### src/rtl/divider_8by4_seq_pkg.sv
// Shared types and constants for the sequential 8/4 restoring divider.
// Optional feature macro used by this block: DIVIDER_DIV0_FLAG_EN.
package divider_pkg;

    typedef enum logic [1:0] {
        IDLE = 2'd0,
        RUN  = 2'd1,
        DONE = 2'd2
    } state_t;

    localparam int DEF_DIVIDEND_W = 8;
    localparam int DEF_DIVISOR_W  = 4;

    // Counter must be able to hold DIVIDEND_W itself.
    localparam int CNT_W = $clog2(DEF_DIVIDEND_W + 1);

endpackage

### src/rtl/divider_8by4_seq_if.sv
// Operand/result handshake bundle for divider_8by4_seq.
// DIVIDER_DIV0_FLAG_EN adds the div0 result flag.
interface divider_8by4_seq_if #(
    parameter int DIVIDEND_W = 8,
    parameter int DIVISOR_W  = 4
);
    logic                  in_valid;
    logic                  in_ready;
    logic [DIVIDEND_W-1:0] dividend;
    logic [DIVISOR_W-1:0]  divisor;
    logic                  out_valid;
    logic                  out_ready;
    logic [DIVIDEND_W-1:0] quotient;
    logic [DIVISOR_W-1:0]  remainder;
`ifdef DIVIDER_DIV0_FLAG_EN
    logic                  div0;
`endif

    // Producer/consumer side (drives operands, takes results).
    modport master (
        output in_valid, dividend, divisor, out_ready,
`ifdef DIVIDER_DIV0_FLAG_EN
        input  div0,
`endif
        input  in_ready, out_valid, quotient, remainder
    );

    // Divider side.
    modport slave (
        input  in_valid, dividend, divisor, out_ready,
`ifdef DIVIDER_DIV0_FLAG_EN
        output div0,
`endif
        output in_ready, out_valid, quotient, remainder
    );
endinterface

### src/rtl/divider_8by4_seq_step.sv
// One restoring-division iteration: shift in a dividend bit, trial-subtract
// the divisor, keep the difference if it did not go negative.
module divider_step #(
    parameter int DIVISOR_W = 4
) (
    input  logic [DIVISOR_W-1:0] rem_i,     // current remainder, always < divisor
    input  logic                 bit_i,     // next dividend bit (MSB first)
    input  logic [DIVISOR_W-1:0] divisor_i,
    output logic [DIVISOR_W-1:0] rem_o,
    output logic                 q_o
);
    // Shifted partial remainder needs one extra bit before the subtract.
    logic [DIVISOR_W:0]   shifted;
    logic [DIVISOR_W-1:0] diff;
    logic                 ge;

    assign shifted = {rem_i, bit_i};
    assign ge      = (shifted >= {1'b0, divisor_i});
    // When ge holds the true difference is < divisor, so the low bits suffice.
    assign diff    = shifted[DIVISOR_W-1:0] - divisor_i;
    assign rem_o   = ge ? diff : shifted[DIVISOR_W-1:0];
    assign q_o     = ge;
endmodule

### src/rtl/divider_8by4_seq.sv
// Sequential unsigned restoring divider, one quotient bit per clock,
// valid/ready on both sides. DIVIDER_DIV0_FLAG_EN adds a registered div0 flag.
module divider_8by4_seq
    import divider_pkg::*;
#(
    parameter int DIVIDEND_W = DEF_DIVIDEND_W,
    parameter int DIVISOR_W  = DEF_DIVISOR_W
) (
    input  logic              clk,
    input  logic              rst,
    divider_8by4_seq_if.slave bus
);
    localparam int CW = $clog2(DIVIDEND_W + 1);

    state_t                state_q, state_d;
    // Dividend shifts out of the top while quotient bits shift in at the bottom.
    logic [DIVIDEND_W-1:0] dvd_q, dvd_d;
    logic [DIVISOR_W-1:0]  rem_q, rem_d;
    logic [DIVISOR_W-1:0]  dvs_q, dvs_d;
    logic [CW-1:0]         cnt_q, cnt_d;

    logic [DIVISOR_W-1:0]  step_rem;
    logic                  step_q;

    divider_step #(.DIVISOR_W(DIVISOR_W)) u_step (
        .rem_i     (rem_q),
        .bit_i     (dvd_q[DIVIDEND_W-1]),
        .divisor_i (dvs_q),
        .rem_o     (step_rem),
        .q_o       (step_q)
    );

    // State and datapath registers.
    always_ff @(posedge clk) begin
        if (rst) begin
            state_q <= IDLE;
            dvd_q   <= '0;
            rem_q   <= '0;
            dvs_q   <= '0;
            cnt_q   <= '0;
        end else begin
            state_q <= state_d;
            dvd_q   <= dvd_d;
            rem_q   <= rem_d;
            dvs_q   <= dvs_d;
            cnt_q   <= cnt_d;
        end
    end

    // Next state and datapath update.
    // A zero divisor still spends one RUN cycle (no iteration) so its result
    // appears one cycle after acceptance rather than in the same cycle.
    always_comb begin
        state_d = state_q;
        dvd_d   = dvd_q;
        rem_d   = rem_q;
        dvs_d   = dvs_q;
        cnt_d   = cnt_q;
        unique case (state_q)
            IDLE: begin
                if (bus.in_valid) begin
                    dvs_d   = bus.divisor;
                    cnt_d   = CW'(DIVIDEND_W);
                    state_d = RUN;
                    if (bus.divisor == '0) begin
                        dvd_d = '1;
                        rem_d = bus.dividend[DIVISOR_W-1:0];
                    end else begin
                        dvd_d = bus.dividend;
                        rem_d = '0;
                    end
                end
            end
            RUN: begin
                if (dvs_q == '0) begin
                    state_d = DONE;
                end else begin
                    dvd_d = {dvd_q[DIVIDEND_W-2:0], step_q};
                    rem_d = step_rem;
                    cnt_d = cnt_q - CW'(1);
                    if (cnt_q == CW'(1)) state_d = DONE;
                end
            end
            DONE: begin
                if (bus.out_ready) state_d = IDLE;
            end
            default: state_d = IDLE;
        endcase
    end

`ifdef DIVIDER_DIV0_FLAG_EN
    logic div0_q, div0_d;

    // div0 rises with out_valid for a zero divisor and drops with it.
    always_comb begin
        div0_d = div0_q;
        if (state_q == RUN && dvs_q == '0)         div0_d = 1'b1;
        else if (state_q == DONE && bus.out_ready) div0_d = 1'b0;
    end

    // div0 flag register.
    always_ff @(posedge clk) begin
        if (rst) div0_q <= 1'b0;
        else     div0_q <= div0_d;
    end

    assign bus.div0 = div0_q;
`endif

    assign bus.in_ready  = (state_q == IDLE);
    assign bus.out_valid = (state_q == DONE);
    assign bus.quotient  = dvd_q;
    assign bus.remainder = rem_q;
endmodule

### src/flat_wrapper.sv
// flat-port wrapper written by rule: the top's interface ports become plain ports
module divider_8by4_seq_flat import divider_pkg::*;
#(
    parameter int DIVIDEND_W = DEF_DIVIDEND_W,
    parameter int DIVISOR_W  = DEF_DIVISOR_W
)
  (clk, rst, bus_in_valid, bus_dividend, bus_divisor, bus_out_ready, bus_in_ready, bus_out_valid, bus_quotient, bus_remainder);
  divider_8by4_seq_if #(.DIVIDEND_W(DIVIDEND_W), .DIVISOR_W(DIVISOR_W)) bus_i ();
  input  logic clk;
  input  logic rst;
  input wire logic [$bits(bus_i.in_valid)-1:0] bus_in_valid;
  input wire logic [$bits(bus_i.dividend)-1:0] bus_dividend;
  input wire logic [$bits(bus_i.divisor)-1:0] bus_divisor;
  input wire logic [$bits(bus_i.out_ready)-1:0] bus_out_ready;
  output wire logic [$bits(bus_i.in_ready)-1:0] bus_in_ready;
  output wire logic [$bits(bus_i.out_valid)-1:0] bus_out_valid;
  output wire logic [$bits(bus_i.quotient)-1:0] bus_quotient;
  output wire logic [$bits(bus_i.remainder)-1:0] bus_remainder;
  assign bus_i.in_valid = bus_in_valid;
  assign bus_i.dividend = bus_dividend;
  assign bus_i.divisor = bus_divisor;
  assign bus_i.out_ready = bus_out_ready;
  assign bus_in_ready = bus_i.in_ready;
  assign bus_out_valid = bus_i.out_valid;
  assign bus_quotient = bus_i.quotient;
  assign bus_remainder = bus_i.remainder;
  divider_8by4_seq #(.DIVIDEND_W(DIVIDEND_W), .DIVISOR_W(DIVISOR_W)) u_core (.clk(clk), .rst(rst), .bus(bus_i));
endmodule
### config.mk
export PLATFORM = sky130hd
export DESIGN_NAME = divider_8by4_seq_flat
export DESIGN_NICKNAME = d
export VERILOG_FILES = /design/src/rtl/divider_8by4_seq_pkg.sv /design/src/rtl/divider_8by4_seq_if.sv /design/src/rtl/divider_8by4_seq_step.sv /design/src/rtl/divider_8by4_seq.sv /design/src/flat_wrapper.sv
export SDC_FILE = /design/constraint.sdc
export NUM_CORES = 1
export LEC_CHECK = 0
export ABC_AREA = 1
export ABC_CLOCK_PERIOD_IN_PS = 2100
export CAP_MARGIN = 20
export CORE_ASPECT_RATIO = 1.25
export CORE_UTILIZATION = 50
export CTS_CLUSTER_DIAMETER = 150
export CTS_CLUSTER_SIZE = 24
export DETAILED_ROUTE_END_ITERATION = 10
export PLACE_DENSITY = 0.83
export SETUP_SLACK_MARGIN = 0.02
export SLEW_MARGIN = 20
export SYNTH_ARGS = -nofsm -noshare
export SYNTH_HDL_FRONTEND = slang
export SYNTH_HIERARCHICAL = 1
export SYNTH_SLANG_ARGS = --single-unit
### constraint.sdc
create_clock -name clk -period 2.1 [get_ports clk]
set_input_delay 0.42 -clock clk [delete_from_list [all_inputs] [get_ports clk]]
set_output_delay 0.42 -clock clk [all_outputs]
set_load 0.02 [all_outputs]
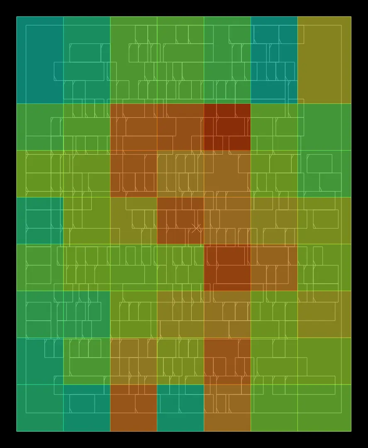
*Track usage over the die*
met2 Use GR: 40.9%
M1 GR Usage: 25.3%
average wire per standard cell: 10.4 um
met3 Track Usage GR: 1.48%

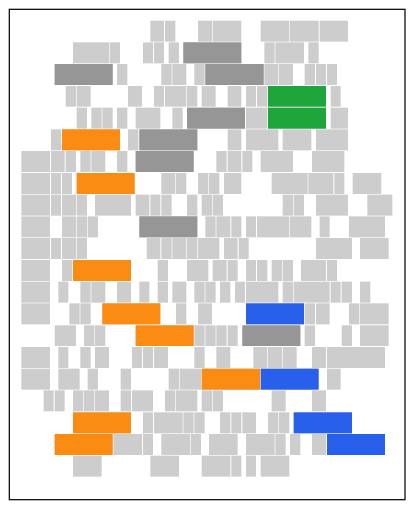
*Where the registers sit*
(8 px per um) Other sequential cells in the stronger gray, the rest of the logic in the fainter gray.
| netlist name | color | flops |
|---|---|---|
| u_core/state_q | green | 2 |
| u_core/dvs_q | blue | 4 |
| u_core/bus.quotient | orange | 8 |
sequential portion of the cell area: 25.6%
register area: 440 um2

==> run notes <==
Notes on the physical implementation.

- The total cell area reported by yosys after synthesis is 0.00140 mm2, for reference.
- The design has 22 sequential cells.
- The net count after synthesis is 235, for reference.
- The gate count of the mapped netlist is 212, for reference.
- The startpoint of the worst-slack reg-to-reg timing path is u_core/bus.quotient[7], for reference.
- Per the area breakdown, the dominant cell category is combinational gates.
- The power in sequential cells is 0.535 mW, for reference.
- The clock network accounts for 13.4% of the total power.
- The synthesis report gives the async set-or-reset register share as 0%.
- The detailed-routing iteration count for the pre-antenna-repair pass is 7, for reference.
- Setup repair after global routing left no endpoint under its margin.
- Power attributed to combinational cells is 0.655 mW.
- Along the worst path, the maximum fanout reaches 3.
- Per the layout report, the design carries 3 clock buffers.
- The horizontal die size is 49.3 um, for reference.
- The overall die size recorded for this design is 0.00301 mm2.
- The largest vdd supply drop is 0.430 mV, for reference.
- The cell-mix breakdown from Yosys lists the XOR/XNOR area share as 1.25%.
- The netlist area before placement is 0.00140 mm2, for reference.
- The clock sink count is 22, for reference.
- Headroom to the max-slew limit came out at 70.1%.
- The worst setup skew after layout is 0.00425 ns, for reference.
- By instance count, the leading cell after synthesis is sky130_fd_sc_hd__nand2_1.
- Hold timing on the final database bottoms out at a slack of 0.525 ns.
- The worst-margin pin slew is 0.448 ns, for reference.
- In the routed design, unresolved DRC markers number 1.
- The hold path endpoint is u_core/cnt_q[3], for reference.
- The checks that failed: design-rule violations.
- From bottom edge to top edge, the die measures 61.1 um.
- The type recorded for the worst min-delay path is register to register.
- In this run the number of H-tree levels came out at 1.
- The net count of the finished layout is 266, for reference.
- The number of antenna violations at the first check in global routing is 0.
- The share of synthesized cell area in and-or and or-and compound cells is 13.3%, for reference.
- At the worst endpoint, the required time is 1.68 ns.
- The clock latency of the later-clocked register in the worst-skew pair is 0.30 ns, for reference.
- After synthesis, the most frequently instantiated cells are 44 x sky130_fd_sc_hd__nand2_1, 43 x sky130_fd_sc_hd__nor2_1, 30 x sky130_fd_sc_hd__inv_1.
- The number of stages on the worst setup path is 3, for reference.
- For flop-to-flop paths, the worst setup slack is 0.36 ns.
- The detailed router put a total of 1360 um of wire on met1.
- The summed negative setup slack over all endpoints is 0 ns, for reference.
- The pin count of the biggest net entering global routing is 24, for reference.
- The tool warning count for the run is 27.
- The number of enable flip-flop cells is 0, for reference.
- The relative contribution of combinational cells to total power is 47.6%, for reference.
- Measured against the total synthesized area, the mux share comes to 0%.
- The cell with the largest stage delay on the worst path is sky130_fd_sc_hd__clkdlybuf4s50_1, for reference.
- The first global-routing pass estimated 4920 um of wire.
- The simple-gate share of the synthesized area is 35.7%, for reference.
- Counting instances, the worst hold path has a depth of 2.
- The inverter count is 32, for reference.
- Summed over all cells, the static leakage comes to 0.841 nW.
- For reference, the final report shows the hold violation count at 0.
- For this run, the register share of the synthesized area comes to 31.5%.
- The post-layout total power is 1.37 mW, for reference.
- The post-CTS setup buffer count is 0, for reference.
- The all-layer global routing usage is 21.4%, for reference.
- The detail-routed via count per cell is 4.83, for reference.
- The count of non-CTS buffers in the layout is 30, for reference.
- The minimum setup slack in the final design is 0.146 ns, for reference.
- The final tally of setup violations is 0, for reference.
- The power density over the cells is 799 mW/mm2, for reference.
- Summing all multi-input logic gate instances after layout gives 798 um2.
- The clock edge transition at the registers on the reported setup and hold paths is 0.11 ns, for reference.
- The capturing element of the worst setup path is bus_out_valid, for reference.
- The power report lists cell-internal power as 0.821 mW.
- The flow measured a signed area growth from synthesis to layout of 23.2%.
- The design received a total of 34 well taps at floorplan.
- The number of cells reported by Yosys stat comes to 212.
- The TritonCTS clock tree is done, for reference.
- Gates resized during post-CTS repair numbered 0.
- The run finished, with violations left.
- Yosys printed 6 warnings.
- The switching power as a share of total power is 40.3%, for reference.
- The last weighted congestion value of the routability-driven placer is 0.847, for reference.
- The largest single stage delay on the critical path is 0.62 ns.
- The busiest metal layer after global routing is met2, for reference.
- Once detail routing completed, the nets flagged for antenna violations numbered 0.
- The minimum clock period is 1.95 ns, for reference.
- The worst setup path is captured at an output pin.
- The largest combinational cell category by area is simple AND/OR/NAND/NOR gates, for reference.
- The number of flip-flops and latches in the synthesized netlist is 22, for reference.
- The site row count is 21, for reference.
- After layout the signal buffers, clock cells excluded, come to 17.3% of cell area.
- The flow reports an fmax of 512 MHz.
- The region available for standard cell placement spans 0.00265 mm2.
- According to the timing report, the arrival time at the worst endpoint equals 1.53 ns.
- The average instance in the mapped netlist occupies 6.59 um2.
- The synthesized netlist devotes 6.80% of its cell area to adder and majority cells.
- The clock network power is 0.184 mW, for reference.
- The proportion of cell area spent on the clock network is 1.31%, for reference.
- As logged by OpenROAD, the buffers inserted on ports number 29.
- The library cells used most frequently in the layout, excluding fill and tap cells, are 44 x sky130_fd_sc_hd__nand2_1, 43 x sky130_fd_sc_hd__nor2_1, 30 x sky130_fd_sc_hd__inv_1, 29 x sky130_fd_sc_hd__clkdlybuf4s50_1, 22 x sky130_fd_sc_hd__dfxtp_1.
- The fraction of synthesized cell area taken by the top area cell type is 31.5%, for reference.
- The run reported a max-capacitance violation count of 0.
- The flip-flop count of the largest register, all copies and words added is 8, for reference.
- During I/O placement, the number of pins put on the boundary was 30.
- Among cell families on the critical path, the largest total delay comes from buffers and inverters.
- The total congestion overflow after global routing is 0, for reference.
- The via count of the first global-routing pass is 1,212, for reference.
- The critical path startpoint category is a register, for reference.
- In this run the worst setup path begins at u_core/state_q[1].
- The report puts the hold buffer count at CTS at 0.
- The detailed router used layers up to and including met4.
- The main area contributors are sky130_fd_sc_hd__dfxtp_1 32%, sky130_fd_sc_hd__nand2_1 12%, sky130_fd_sc_hd__nor2_1 12%.
- The core utilization before placement is 52.7%, for reference.
- OpenROAD reports that the post-layout worst path occupies 93.1% of the period.
- The antenna diode instance count is 0, for reference.
- The startpoint of the worst hold path is u_core/cnt_q[3], for reference.
- Prior to clock tree synthesis, the placed netlist has a worst setup slack of 0.374 ns.
- Counting along the longest clock path gives a buffer depth of 2.
- Wire segments on met3 add up to 76 um in the final route.
- Counting the fill cells in the layout gives 259.
- The largest total area in the synthesized netlist belongs to sky130_fd_sc_hd__dfxtp_1.
- The standard cell area after detailed placement is 0.00170 mm2, for reference.
- The finished cells cover 0.00172 mm2.
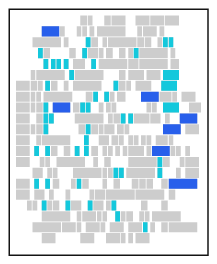
*Logic cells by family*
(4 px per um)
| family | color | cells | most used |
|---|---|---|---|
| nor cells | cyan | 46 | nor2_1 |
| fa/ha/maj cells | blue | 7 | ha_1 |
top logic cell by instance count in the layout: sky130_fd_sc_hd__nand2_1
fraction of standard cell area in multi-input logic: 46.4%
final non-filler cell total: 275

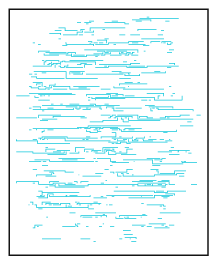
*Signal wires on met1*
(4 px per um)
share of all routed wire: 47%
main direction: horizontal
longest straight run: 13.8 um
vias after detailed routing: 1,329
Routed Wire Length: 2870 um

Power and IR drop assume default switching activity.
